## src/rtl/fpu_pkg.sv

```systemverilog
// rtl/fpu_pkg.sv - shared single-precision field widths and packed operand type
package fpu_pkg;

  localparam int EXP_W  = 8;
  localparam int MAN_W  = 23;
  localparam int FRAC_W = 26;
  localparam logic [EXP_W-1:0] EXP_INF = 8'hFF;

  typedef struct packed {
    logic             sign;
    logic [EXP_W-1:0] exp;
    logic [MAN_W-1:0] man;
  } fp32_t;

endpackage

```

## src/rtl/add_align_unpack_if.sv

```systemverilog
// rtl/add_align_unpack_if.sv - operand input and aligned-result output handshake bundle
interface add_align_unpack_if;
  import fpu_pkg::*;

  logic              in_valid;
  logic              in_ready;
  logic [31:0]       op_a;
  logic [31:0]       op_b;
  logic              sub;
  logic [2:0]        frm;
  logic              out_valid;
  logic              out_ready;
  logic              sign_l;
  logic              sign_s;
  logic [FRAC_W-1:0] frac_l;
  logic [FRAC_W-1:0] frac_s;
  logic [EXP_W-1:0]  exp_max;
  logic              inv;
  logic              ovf;
  logic [2:0]        frm_out;

  modport slave (
    input  in_valid, op_a, op_b, sub, frm, out_ready,
    output in_ready, out_valid, sign_l, sign_s, frac_l, frac_s, exp_max, inv, ovf, frm_out
  );

  modport master (
    output in_valid, op_a, op_b, sub, frm, out_ready,
    input  in_ready, out_valid, sign_l, sign_s, frac_l, frac_s, exp_max, inv, ovf, frm_out
  );

endinterface

```

## src/rtl/right_shift_sticky.sv

```systemverilog
// rtl/right_shift_sticky.sv - right shift of a 26-bit fraction collapsing lost bits into bit 0
module right_shift_sticky
  import fpu_pkg::*;
(
  input  logic [FRAC_W-1:0] frac,
  input  logic [EXP_W-1:0]  amt,
  output logic [FRAC_W-1:0] shifted
);

  logic [2*FRAC_W-1:0] ext;

  always_comb begin
    ext     = '0;
    shifted = '0;
    if (amt >= EXP_W'(FRAC_W)) begin
      shifted = {{(FRAC_W-1){1'b0}}, |frac};
    end else begin
      // Upper half holds the kept bits, lower half everything shifted out.
      ext     = {frac, {FRAC_W{1'b0}}} >> amt;
      shifted = {ext[2*FRAC_W-1:FRAC_W+1], ext[FRAC_W] | (|ext[FRAC_W-1:0])};
    end
  end

endmodule

```

## src/rtl/add_align_unpack.sv

```systemverilog
// rtl/add_align_unpack.sv - fp32 adder front end: unpack, classify, order and align operands
module add_align_unpack
  import fpu_pkg::*;
(
  input  logic              clk,
  input  logic              rst,
  add_align_unpack_if.slave bus
);

  fp32_t            a, b;
  logic             sa, sb;
  logic [MAN_W:0]   ma, mb;
  logic             nan_a, nan_b, inf_a, inf_b;
  logic             a_big, c_inv, c_ovf;
  logic [EXP_W-1:0] exp_l, exp_s;

  logic              s1_full, s2_full;
  logic              s1_adv, accept;
  logic              s1_sign_l, s1_sign_s, s1_inv, s1_ovf;
  logic [EXP_W-1:0]  s1_exp, s1_shamt;
  logic [FRAC_W-1:0] s1_frac_l, s1_frac_s, sh_out;
  logic [2:0]        s1_frm;

  logic              s2_sign_l, s2_sign_s, s2_inv, s2_ovf;
  logic [EXP_W-1:0]  s2_exp;
  logic [FRAC_W-1:0] s2_frac_l, s2_frac_s;
  logic [2:0]        s2_frm;

  assign a  = bus.op_a;
  assign b  = bus.op_b;
  assign sa = a.sign;
  assign sb = b.sign ^ bus.sub;

  // Zero exponent flushes denormals to signed zero; the hidden bit is set only for normals.
  assign ma = (a.exp == '0) ? '0 : {a.exp != EXP_INF, a.man};
  assign mb = (b.exp == '0) ? '0 : {b.exp != EXP_INF, b.man};

  assign nan_a = (a.exp == EXP_INF) && (a.man != '0);
  assign nan_b = (b.exp == EXP_INF) && (b.man != '0);
  assign inf_a = (a.exp == EXP_INF) && (a.man == '0);
  assign inf_b = (b.exp == EXP_INF) && (b.man == '0);

  // Ties go to op_a, which also makes a double-inf result take op_a's sign.
  assign a_big = (a.exp > b.exp) || ((a.exp == b.exp) && (ma >= mb));
  assign c_inv = nan_a | nan_b | (inf_a & inf_b & (sa != sb));
  assign c_ovf = ~c_inv & (inf_a | inf_b);
  assign exp_l = a_big ? a.exp : b.exp;
  assign exp_s = a_big ? b.exp : a.exp;

  assign s1_adv       = ~s2_full | bus.out_ready;
  assign bus.in_ready = ~s1_full | s1_adv;
  assign accept       = bus.in_valid & bus.in_ready;

  right_shift_sticky u_align (
    .frac    (s1_frac_s),
    .amt     (s1_shamt),
    .shifted (sh_out)
  );

  always_ff @(posedge clk or posedge rst) begin
    if (rst) begin
      s1_full   <= 1'b0;
      s1_sign_l <= 1'b0;
      s1_sign_s <= 1'b0;
      s1_inv    <= 1'b0;
      s1_ovf    <= 1'b0;
      s1_exp    <= '0;
      s1_shamt  <= '0;
      s1_frac_l <= '0;
      s1_frac_s <= '0;
      s1_frm    <= '0;
    end else if (bus.in_ready) begin
      s1_full <= bus.in_valid;
      if (accept) begin
        s1_sign_l <= a_big ? sa : sb;
        s1_sign_s <= a_big ? sb : sa;
        s1_inv    <= c_inv;
        s1_ovf    <= c_ovf;
        s1_exp    <= exp_l;
        s1_shamt  <= exp_l - exp_s;
        s1_frac_l <= {(a_big ? ma : mb), 2'b00};
        s1_frac_s <= {(a_big ? mb : ma), 2'b00};
        s1_frm    <= bus.frm;
      end
    end
  end

  always_ff @(posedge clk or posedge rst) begin
    if (rst) begin
      s2_full   <= 1'b0;
      s2_sign_l <= 1'b0;
      s2_sign_s <= 1'b0;
      s2_inv    <= 1'b0;
      s2_ovf    <= 1'b0;
      s2_exp    <= '0;
      s2_frac_l <= '0;
      s2_frac_s <= '0;
      s2_frm    <= '0;
    end else if (s1_adv) begin
      s2_full <= s1_full;
      if (s1_full) begin
        s2_sign_l <= s1_sign_l;
        s2_sign_s <= s1_sign_s;
        s2_inv    <= s1_inv;
        s2_ovf    <= s1_ovf;
        s2_exp    <= s1_exp;
        s2_frac_l <= s1_frac_l;
        s2_frac_s <= sh_out;
        s2_frm    <= s1_frm;
      end
    end
  end

  assign bus.out_valid = s2_full;
  assign bus.sign_l    = s2_sign_l;
  assign bus.sign_s    = s2_sign_s;
  assign bus.frac_l    = s2_frac_l;
  assign bus.frac_s    = s2_frac_s;
  assign bus.exp_max   = s2_exp;
  assign bus.inv       = s2_inv;
  assign bus.ovf       = s2_ovf;
  assign bus.frm_out   = s2_frm;

endmodule

```

## src/flat_wrapper.sv

```systemverilog
// flat-port wrapper written by rule: the top's interface ports become plain ports
module add_align_unpack_flat import fpu_pkg::*;
  (clk, rst, bus_in_valid, bus_op_a, bus_op_b, bus_sub, bus_frm, bus_out_ready, bus_in_ready, bus_out_valid, bus_sign_l, bus_sign_s, bus_frac_l, bus_frac_s, bus_exp_max, bus_inv, bus_ovf, bus_frm_out);
  add_align_unpack_if bus_i ();
  input  logic clk;
  input  logic rst;
  input wire logic [$bits(bus_i.in_valid)-1:0] bus_in_valid;
  input wire logic [$bits(bus_i.op_a)-1:0] bus_op_a;
  input wire logic [$bits(bus_i.op_b)-1:0] bus_op_b;
  input wire logic [$bits(bus_i.sub)-1:0] bus_sub;
  input wire logic [$bits(bus_i.frm)-1:0] bus_frm;
  input wire logic [$bits(bus_i.out_ready)-1:0] bus_out_ready;
  output wire logic [$bits(bus_i.in_ready)-1:0] bus_in_ready;
  output wire logic [$bits(bus_i.out_valid)-1:0] bus_out_valid;
  output wire logic [$bits(bus_i.sign_l)-1:0] bus_sign_l;
  output wire logic [$bits(bus_i.sign_s)-1:0] bus_sign_s;
  output wire logic [$bits(bus_i.frac_l)-1:0] bus_frac_l;
  output wire logic [$bits(bus_i.frac_s)-1:0] bus_frac_s;
  output wire logic [$bits(bus_i.exp_max)-1:0] bus_exp_max;
  output wire logic [$bits(bus_i.inv)-1:0] bus_inv;
  output wire logic [$bits(bus_i.ovf)-1:0] bus_ovf;
  output wire logic [$bits(bus_i.frm_out)-1:0] bus_frm_out;
  assign bus_i.in_valid = bus_in_valid;
  assign bus_i.op_a = bus_op_a;
  assign bus_i.op_b = bus_op_b;
  assign bus_i.sub = bus_sub;
  assign bus_i.frm = bus_frm;
  assign bus_i.out_ready = bus_out_ready;
  assign bus_in_ready = bus_i.in_ready;
  assign bus_out_valid = bus_i.out_valid;
  assign bus_sign_l = bus_i.sign_l;
  assign bus_sign_s = bus_i.sign_s;
  assign bus_frac_l = bus_i.frac_l;
  assign bus_frac_s = bus_i.frac_s;
  assign bus_exp_max = bus_i.exp_max;
  assign bus_inv = bus_i.inv;
  assign bus_ovf = bus_i.ovf;
  assign bus_frm_out = bus_i.frm_out;
  add_align_unpack u_core (.clk(clk), .rst(rst), .bus(bus_i));
endmodule
```

## config.mk

```make
export PLATFORM = sky130hd
export DESIGN_NAME = add_align_unpack_flat
export DESIGN_NICKNAME = d
export VERILOG_FILES = /design/src/rtl/fpu_pkg.sv /design/src/rtl/add_align_unpack_if.sv /design/src/rtl/right_shift_sticky.sv /design/src/rtl/add_align_unpack.sv /design/src/flat_wrapper.sv
export SDC_FILE = /design/constraint.sdc
export NUM_CORES = 1
export LEC_CHECK = 0
export ABC_AREA = 1
export CAP_MARGIN = 20
export CORE_MARGIN = 5
export CORE_UTILIZATION = 28
export CTS_CLUSTER_DIAMETER = 150
export CTS_CLUSTER_SIZE = 30
export DETAILED_ROUTE_END_ITERATION = 16
export PLACE_DENSITY = 0.53
export REMOVE_ABC_BUFFERS = 1
export SYNTH_ARGS = -nofsm -noshare
export SYNTH_HDL_FRONTEND = slang
export SYNTH_SLANG_ARGS = --single-unit
```

## constraint.sdc

```tcl
create_clock -name clk -period 13.43 [get_ports clk]
set_clock_uncertainty 0.15 [all_clocks]
set_input_delay 1.343 -clock clk [delete_from_list [all_inputs] [get_ports clk]]
set_output_delay 1.343 -clock clk [all_outputs]
set_load 0.02 [all_outputs]
```

==> run_1/m1.png <==
Bar = 50 um. Supply wires on this layer in grey.
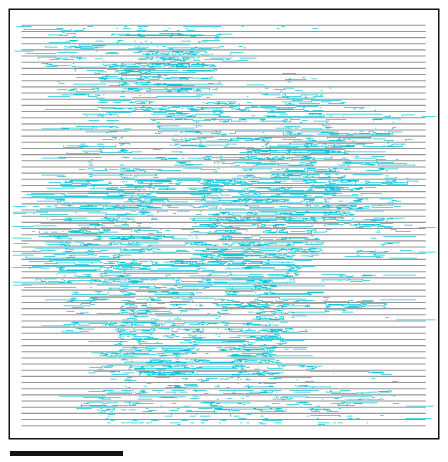
nets with wire on the layer	1400
longest straight run	48.8 um
main direction	horizontal

==> run_1/m2.png <==
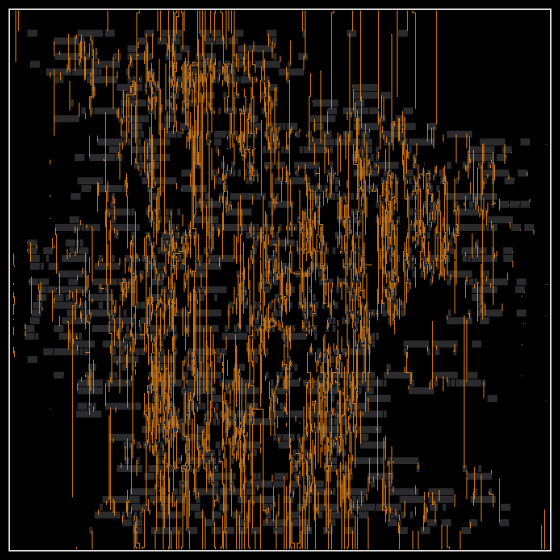
share of all routed wire	45%
wire length on this layer	13000 um
main direction	vertical
longest straight run	67.0 um
Routed WL: 28.6 mm
via count: 8711

==> run_1/m3.png <==
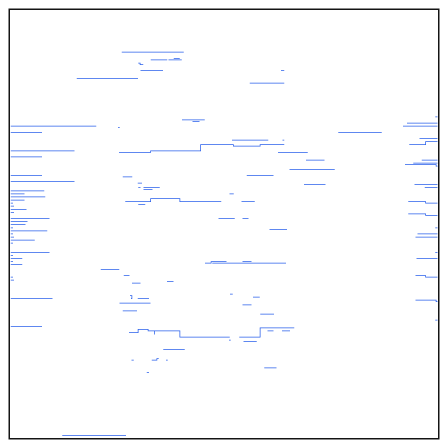
share of all routed wire	3.8%
nets with wire on the layer	92
main direction	horizontal
longest straight run	37.5 um
wire length on this layer	1090 um
met3 usage: 0.0301

==> GITHUB_STEP_SUMMARY, run 1 <==
## PnR job results

| Metric | Value |
|---|---|
| Outcome | `completed` |
| Tool warnings | `25` |
| Peak supply drop | `0.0000966 V` |
| PostCTS Resize Cnt | `0` |
| Max Fclk | `179 MHz` |
| Latest clock arrival within the worst-skew pair | `0.44 ns` |
| Worst-path cell chain | `clkdlybuf4s50_1, inv_1, nand4_1, nor2_1, inv_2, nand2_1, ha_1, a21oi_1, nand2_1, nand2_1, nand2_1, nand2_1, nand3_4, nand2_4, inv_1, o21ai_0, o22ai_1` |
| Cell Type Count | `44` |
| Layout clock area frac | `0.0514` |
| Area grow syn2layout | `24.0%` |
| Buffer share of cell area | `0.128` |
| Setup Total Neg Slack | `0 ns` |
| Count of library flops with an enable pin | `0` |
| Post-DP Area | `0.0106 mm2` |
| Top-Level Pins | `141` |
| Pin slew with the least headroom to its limit | `0.983 ns` |
| Ao+oa area frac | `0.175` |
| Final WS setup | `7.83 ns` |
| Worst slack, placed | `7.35 ns` |
| Min-Delay Endpoint | `u_core.bus.exp_max[0]` |
| Post-synth top area share | `0.385` |
| Critical path class | `in -> reg` |
| Number of remaining DRC errors | `0` |
| P_clk | `0.467 mW` |
| Worst Hold Depth | `2` |
| H-tree depth | `4` |
| Data arrival, critical path | `5.73 ns` |
| Top post-synthesis cells by area | `dfrtp_1 (38%), nand2_1 (16%), o21ai_0 (9.0%)` |
| Setup slack, reg-to-reg | `9.84 ns` |
| Largest net degree at the start of global routing | `94` |
| Seq_cells | `138` |
| Basic Gates by Area | `0.290` |
| Post-synth area from yosys stat | `0.00897 mm2` |
| Top-count cell post-synth | `nand2_1` |
| Asr flop ratio synth | `1.00` |
| Global Route Usage Sum | `0.162` |
| Reg2reg end | `u_core.bus.frac_s[0]` |
| Non-clock buffer count | `143` |
| Clock sinks | `138` |
| ANT cells | `0` |
| P_int | `1.01 mW` |
| XORs/XNORs by Area | `0.00391` |
| Crit. End Element | `flop` |
| RSZ-0062 raised after global routing | `no` |
| Vias in the first global route | `8590` |
| Post-route ant nets | `0` |
| Clock slew at reported path FFs | `0.07 ns` |
| Core Rows | `65` |
| Crit path largest cell delay | `0.67 ns` |
| CTS Buf Count | `17` |
| Clock Power Share | `0.269` |
| Hold Slack | `0.331 ns` |
| PwrDens | `156 mW/mm2` |
| DR top layer | `met4` |
| Final Max Slew Viols | `0` |
| Top Consumer | `combinational logic` |
| Synthesized area | `0.00897 mm2` |
| Port Buf Inserts | `138` |
| Post-CTS Setup Inserts | `0` |
| Cells on worst reg2reg path | `15` |
| Slowest cell on crit path | `nand2_4` |
| 1st-iter DRT viols | `527` |
| Met1 WL | `14.0 mm` |
-- run 1: worst reg2reg max path, delay by kind of cell, from the launching register on --
| family | cells | cell delay [ns] |
|---|---|---|
| DFF | 1 | 0.99 |
| buffers and inverters | 1 | 0.92 |
| and+or+nand+nor | 14 | 1.41 |
-- run 1: kinds of logic (layout without fill, tap and decap cells) --
group | count (synthesis) | in the layout
adders and majority gates | 32 | 32
xor gates and xnor gates | 4 | 4
other | 1 | 2
buffers and inverters | 219 | 321
and+or+nand+nor | 611 | 611
DFF | 138 | 138
AOI/OAI and AO/OA | 294 | 294
-- run 1: through the flow --
stage | utilization | cells
finish | 0.353 | 1804
global route | 0.353 | 1804
CTS | 0.353 | 1804
detailed placement | 0.334 | 1772
global placement | 0.334 | 1772
floorplan | - | 1227
==> run_1/congestion_map.png <==
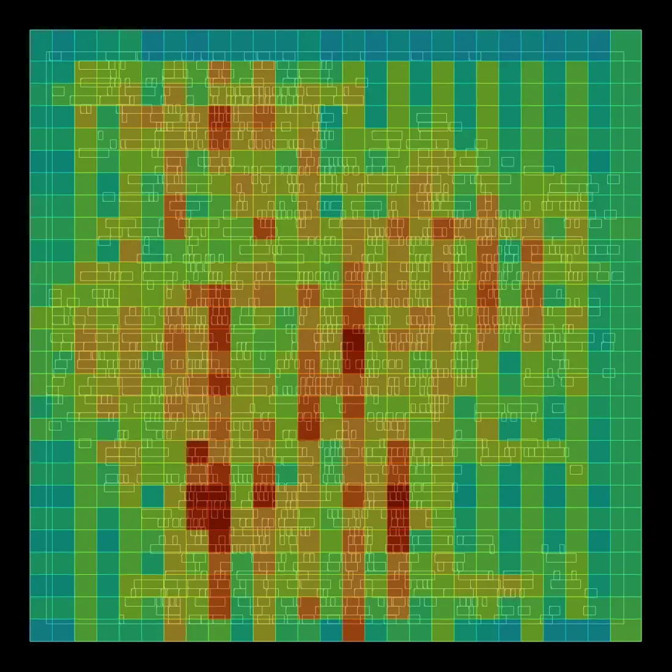

==> run 1 -> run 2 <==
Clock period 13.43 ns to 5.8 ns, I/O delays scaled along.
==> run_2/congestion_map.png <==
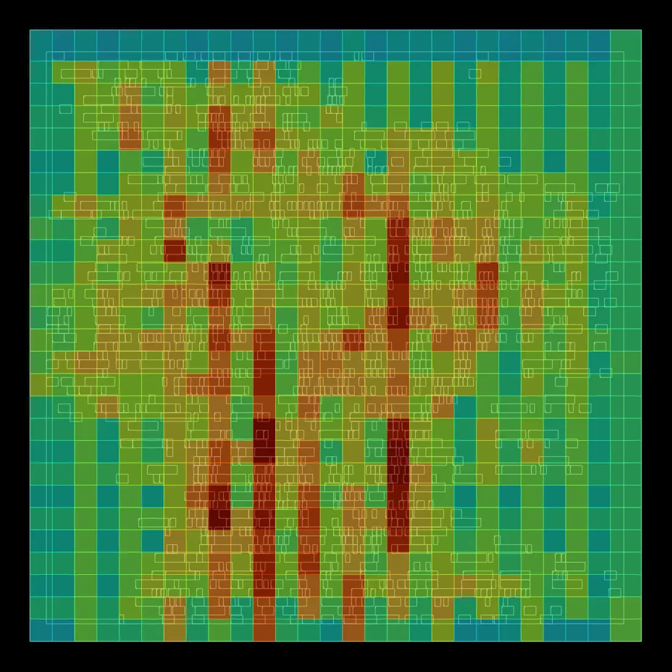
GRT met2 Usage: 0.261
DR WL/cell: 15.7 um
met3 usage: 0.0312
Global Route met1 Usage: 0.217

==> run_2/m1.png <==
Bar = 50 um. Supply wires on this layer in grey.
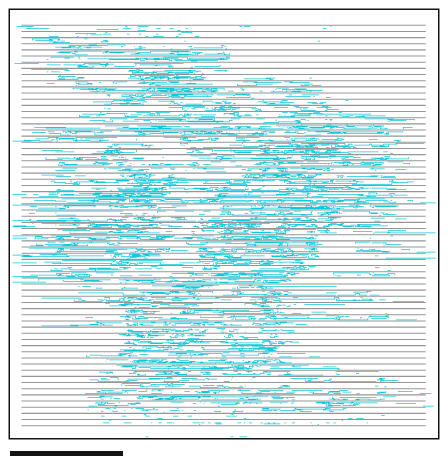
wire length on this layer	13400 um
share of all routed wire	47%
main direction	horizontal
nets with wire on the layer	1392
longest straight run	47.4 um
via count: 8740
Routed WL: 28.4 mm

==> GITHUB_STEP_SUMMARY, run 2 <==
## PnR job results

| Metric | Value |
|---|---|
| Outcome | `completed` |
| P_sw | `1.67 mW` |
| Max Fclk | `230 MHz` |
| P_int | `2.37 mW (+140%)` |
| Pin slew with the least headroom to its limit | `0.972 ns (-0.0108 ns)` |
| Hold buffer count at CTS | `0` |
| Count of library flops with an enable pin | `0 (unchanged)` |
| Reg2reg end | `u_core.bus.frac_s[0]` |
| RSZ-0062 raised after global routing | `no` |
| Vias in the first global route | `8492 (-1.1%)` |
| Top post-synthesis cells by area | `dfrtp_1 (38%), nand2_1 (16%), o21ai_0 (9.0%)` |
| Peak supply drop | `0.000234 V (+140%)` |
| Port Buf Inserts | `138 (unchanged)` |
| Post-route ant nets | `0 (unchanged)` |
| Post-synth top area share | `0.385 (unchanged)` |
| Setup Total Neg Slack | `0 ns (unchanged)` |
| Largest net degree at the start of global routing | `95 (+1.1%)` |
| Post-synth area from yosys stat | `0.00897 mm2 (unchanged)` |
| Top Consumer | `combinational logic` |
| Number of remaining DRC errors | `0 (unchanged)` |
| DR top layer | `met4` |
| Fin. Hold Viols | `0` |
| Cell Type Count | `44 (unchanged)` |
| Area grow syn2layout | `24.5%` |
| H-tree depth | `4 (unchanged)` |
| Min-Delay Endpoint | `u_core.bus.frac_s[4]` |
| Worst Setup SP | `bus_op_b[23]` |
| Final Max Slew Viols | `0 (unchanged)` |
| Clock slew at reported path FFs | `0.07 ns (about the same)` |
| Post-DP Area | `0.0106 mm2 (+0.26%)` |
| Critical path class | `in -> reg` |
| Post-CTS Setup Inserts | `0 (unchanged)` |
| Synthesized area | `0.00897 mm2 (unchanged)` |
| Data arrival, critical path | `4.51 ns (-1.22 ns)` |
| Worst Hold Depth | `2 (unchanged)` |
| Basic Gates by Area | `0.290 (unchanged)` |
| PwrDens | `363 mW/mm2 (+130%)` |
| Global-route wire length before repair | `46.3 mm` |
| PostCTS Resize Cnt | `0 (unchanged)` |
| 1st-iter DRT viols | `576 (+9.3%)` |
| Fin util | `0.354 (+0.00127)` |
| Global Route Usage Sum | `0.160 (-0.00196)` |
| CTS Buf Count | `17 (unchanged)` |
| Top-Level Pins | `141 (unchanged)` |
| Core Rows | `65 (unchanged)` |
| Crit. End Element | `flop` |
| Clock Power Share | `0.272 (+0.003)` |
| Latest clock arrival within the worst-skew pair | `0.43 ns (about the same)` |
| Worst-path cell chain | `clkdlybuf4s50_1, inv_1, nand4_1, nor2_1, inv_2, nand2_1, ha_1, nand2_1, nor2_1, nand4_1, nor2_1, nand2_1, nand3_4, nand2_4, inv_1, nand2_1, o211ai_1, o21ai_0` |
| ANT cells | `0 (unchanged)` |
| Met1 WL | `13.4 mm (-4.1%)` |
| Top-count cell post-synth | `nand2_1` |
| Top comb family, area | `simple AND/OR/NAND/NOR gates` |
| Setup slack, reg-to-reg | `2.17 ns (-7.67 ns)` |
| Ao+oa area frac | `0.175 (unchanged)` |
| Tool warnings | `25 (unchanged)` |
| P_clk | `1.10 mW (+140%)` |
| Crit path largest cell delay | `0.66 ns (about the same)` |
## run 2: cell counts after synthesis
Identical to the previous run, type by type.
## run 2: final cells by class
type | instances | area share
Clock buffer | 17 | 0.0381
Clock inverter | 15 | 0.0142
Inverter | 146 | 0.0496
Multi-Input combinational cell | 943 | 0.414
Sequential cell | 138 | 0.309
Tap cell | 402 | 0.0450
Timing Repair Buffer | 145 | 0.130
## run 2: per-stage QoR
stage | hold WS, ns | cells | setup slack (ns) | total power, mW
floorplan | 0.293 | 1227 | 1.37 | 2.32
global placement | 0.316 | 1773 | 0.907 | 2.96
detailed placement | 0.320 | 1774 | 0.952 | 2.97
CTS | 0.336 | 1806 | 1.44 | 4.10
global route | 0.347 | 1806 | 0.978 | 4.36
finish | 0.330 | 1806 | 1.46 | 4.05
==> run_2/m4.png <==
Supply wires on this layer in grey.
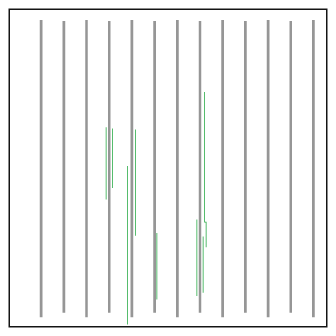

==> run 2 -> run 3 <==
Settings changed: PLACE_DENSITY 0.53 to 0.55.
Clock period 5.8 ns to 3.6 ns, I/O delays scaled along.
==> run_3/m4.png <==
Supply wires on this layer in grey.
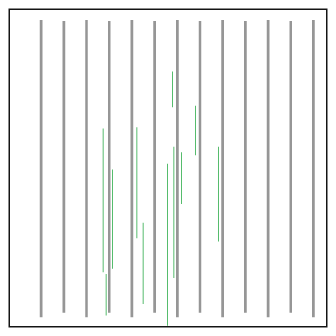
wire length on this layer	596 um
nets with wire on the layer	9
longest straight run	96.6 um

==> GITHUB_STEP_SUMMARY, run 3 <==
## PnR job results

| Metric | Value |
|---|---|
| Top post-synthesis cells by area | `dfrtp_1 (38%), nand2_1 (16%), o21ai_0 (9.0%)` |
| Final Max Slew Viols | `0 (unchanged)` |
| Worst Setup SP | `bus_op_b[25]` |
| Global Route met1 Usage | `0.225 (+0.00778)` |
| Crit. End Element | `flop` |
| P_sw | `2.65 mW (+58%)` |
| Synthesized area | `0.00897 mm2 (unchanged)` |
| Fin util | `0.384 (+0.0303)` |
| Global-route wire length before repair | `48.0 mm (+3.8%)` |
| DR top layer | `met4` |
| Worst-path cell chain | `clkdlybuf4s50_1, inv_1, nand4_1, nor2_1, buf_4, inv_4, buf_12, nand2_1, ha_1, nand2_1, nor2_2, nand4_1, nor2_1, nand2_1, nand3_4, nand2_8, nand2_1, nand2_1, nand2_1, nand3_2, or2_1, nand3_2, o21ai_2` |
| Critical path class | `in -> reg` |
| Tool warnings | `26 (+4.0%)` |
| Hold buffer count at CTS | `0 (unchanged)` |
| Hold Slack | `0.258 ns (-0.0729 ns)` |
| Dpl cells | `1884 (+6.2%)` |
| Clock Power Share | `0.254 (-0.018)` |
| Count of library flops with an enable pin | `0 (unchanged)` |
| Pin slew with the least headroom to its limit | `0.768 ns (-0.204 ns)` |
| CTS Buf Count | `17 (unchanged)` |
| Final WS setup | `0.224 ns (-1.23 ns)` |
| Port Buf Inserts | `138 (unchanged)` |
| Post-DP Area | `0.0115 mm2 (+8.4%)` |
| H-tree depth | `4 (unchanged)` |
| P_int | `3.93 mW (+65%)` |
| Routed WL | `29.8 mm (+4.7%)` |
| 1st-iter DRT viols | `593 (+3.0%)` |
| Crit path largest cell delay | `0.48 ns (-0.18 ns)` |
| Outcome | `completed` |
| PwrDens | `543 mW/mm2 (+50%)` |
| Worst slack, placed | `-0.307 ns (-1.26 ns)` |
| Number of remaining DRC errors | `0 (unchanged)` |
| Post-synth area from yosys stat | `0.00897 mm2 (unchanged)` |
| ANT cells | `0 (unchanged)` |
| RSZ-0062 raised after global routing | `yes` |
| Fin. Hold Viols | `0 (unchanged)` |
| Via count | `9149 (+4.7%)` |
| Global Route Usage Sum | `0.165 (+0.00486)` |
| P_clk | `1.67 mW (+52%)` |
| Met1 WL | `14.1 mm (+5.1%)` |
| Peak supply drop | `0.000335 V (+43%)` |
| Clock slew at reported path FFs | `0.06 ns (about the same)` |
| Core Rows | `65 (unchanged)` |
==> run_3/m2.png <==
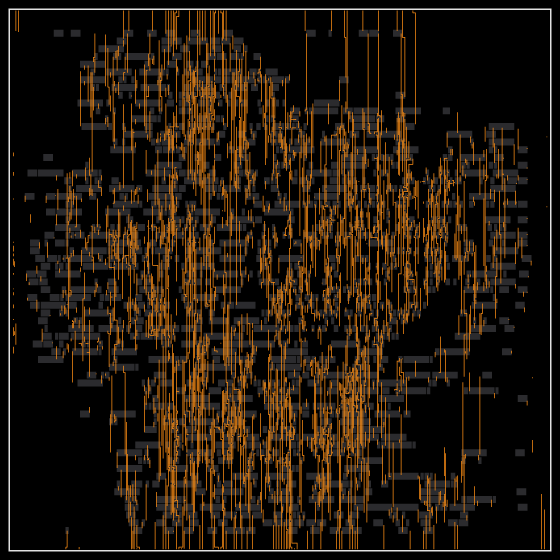
main direction	vertical
wire length on this layer	13800 um

## run 3: area by class of cell
type,count,area share
sequential,138,0.285
timing repair buffer,257,0.197
multi-input combinational,943,0.385
inverter,146,0.0459
tap,402,0.0415
clock buffer,21,0.0372
clock inverter,11,0.00805
## run 3: logic make-up (layout without fill, tap and decap cells)
kind of cell | count (synthesis) | in the layout | share of synthesized area
AND-OR/OR-AND | 294 | 294 | 0.175
XOR/XNOR | 4 | 4 | 0.00391
adder cells (fa/ha/maj) | 32 | 32 | 0.0446
buffers and inverters | 219 | 435 | 0.101
flip-flops | 138 | 138 | 0.385
other | 1 | 2 | 0.000418
AND/OR/NAND/NOR | 611 | 611 | 0.290
Power and IR drop assume default switching activity.
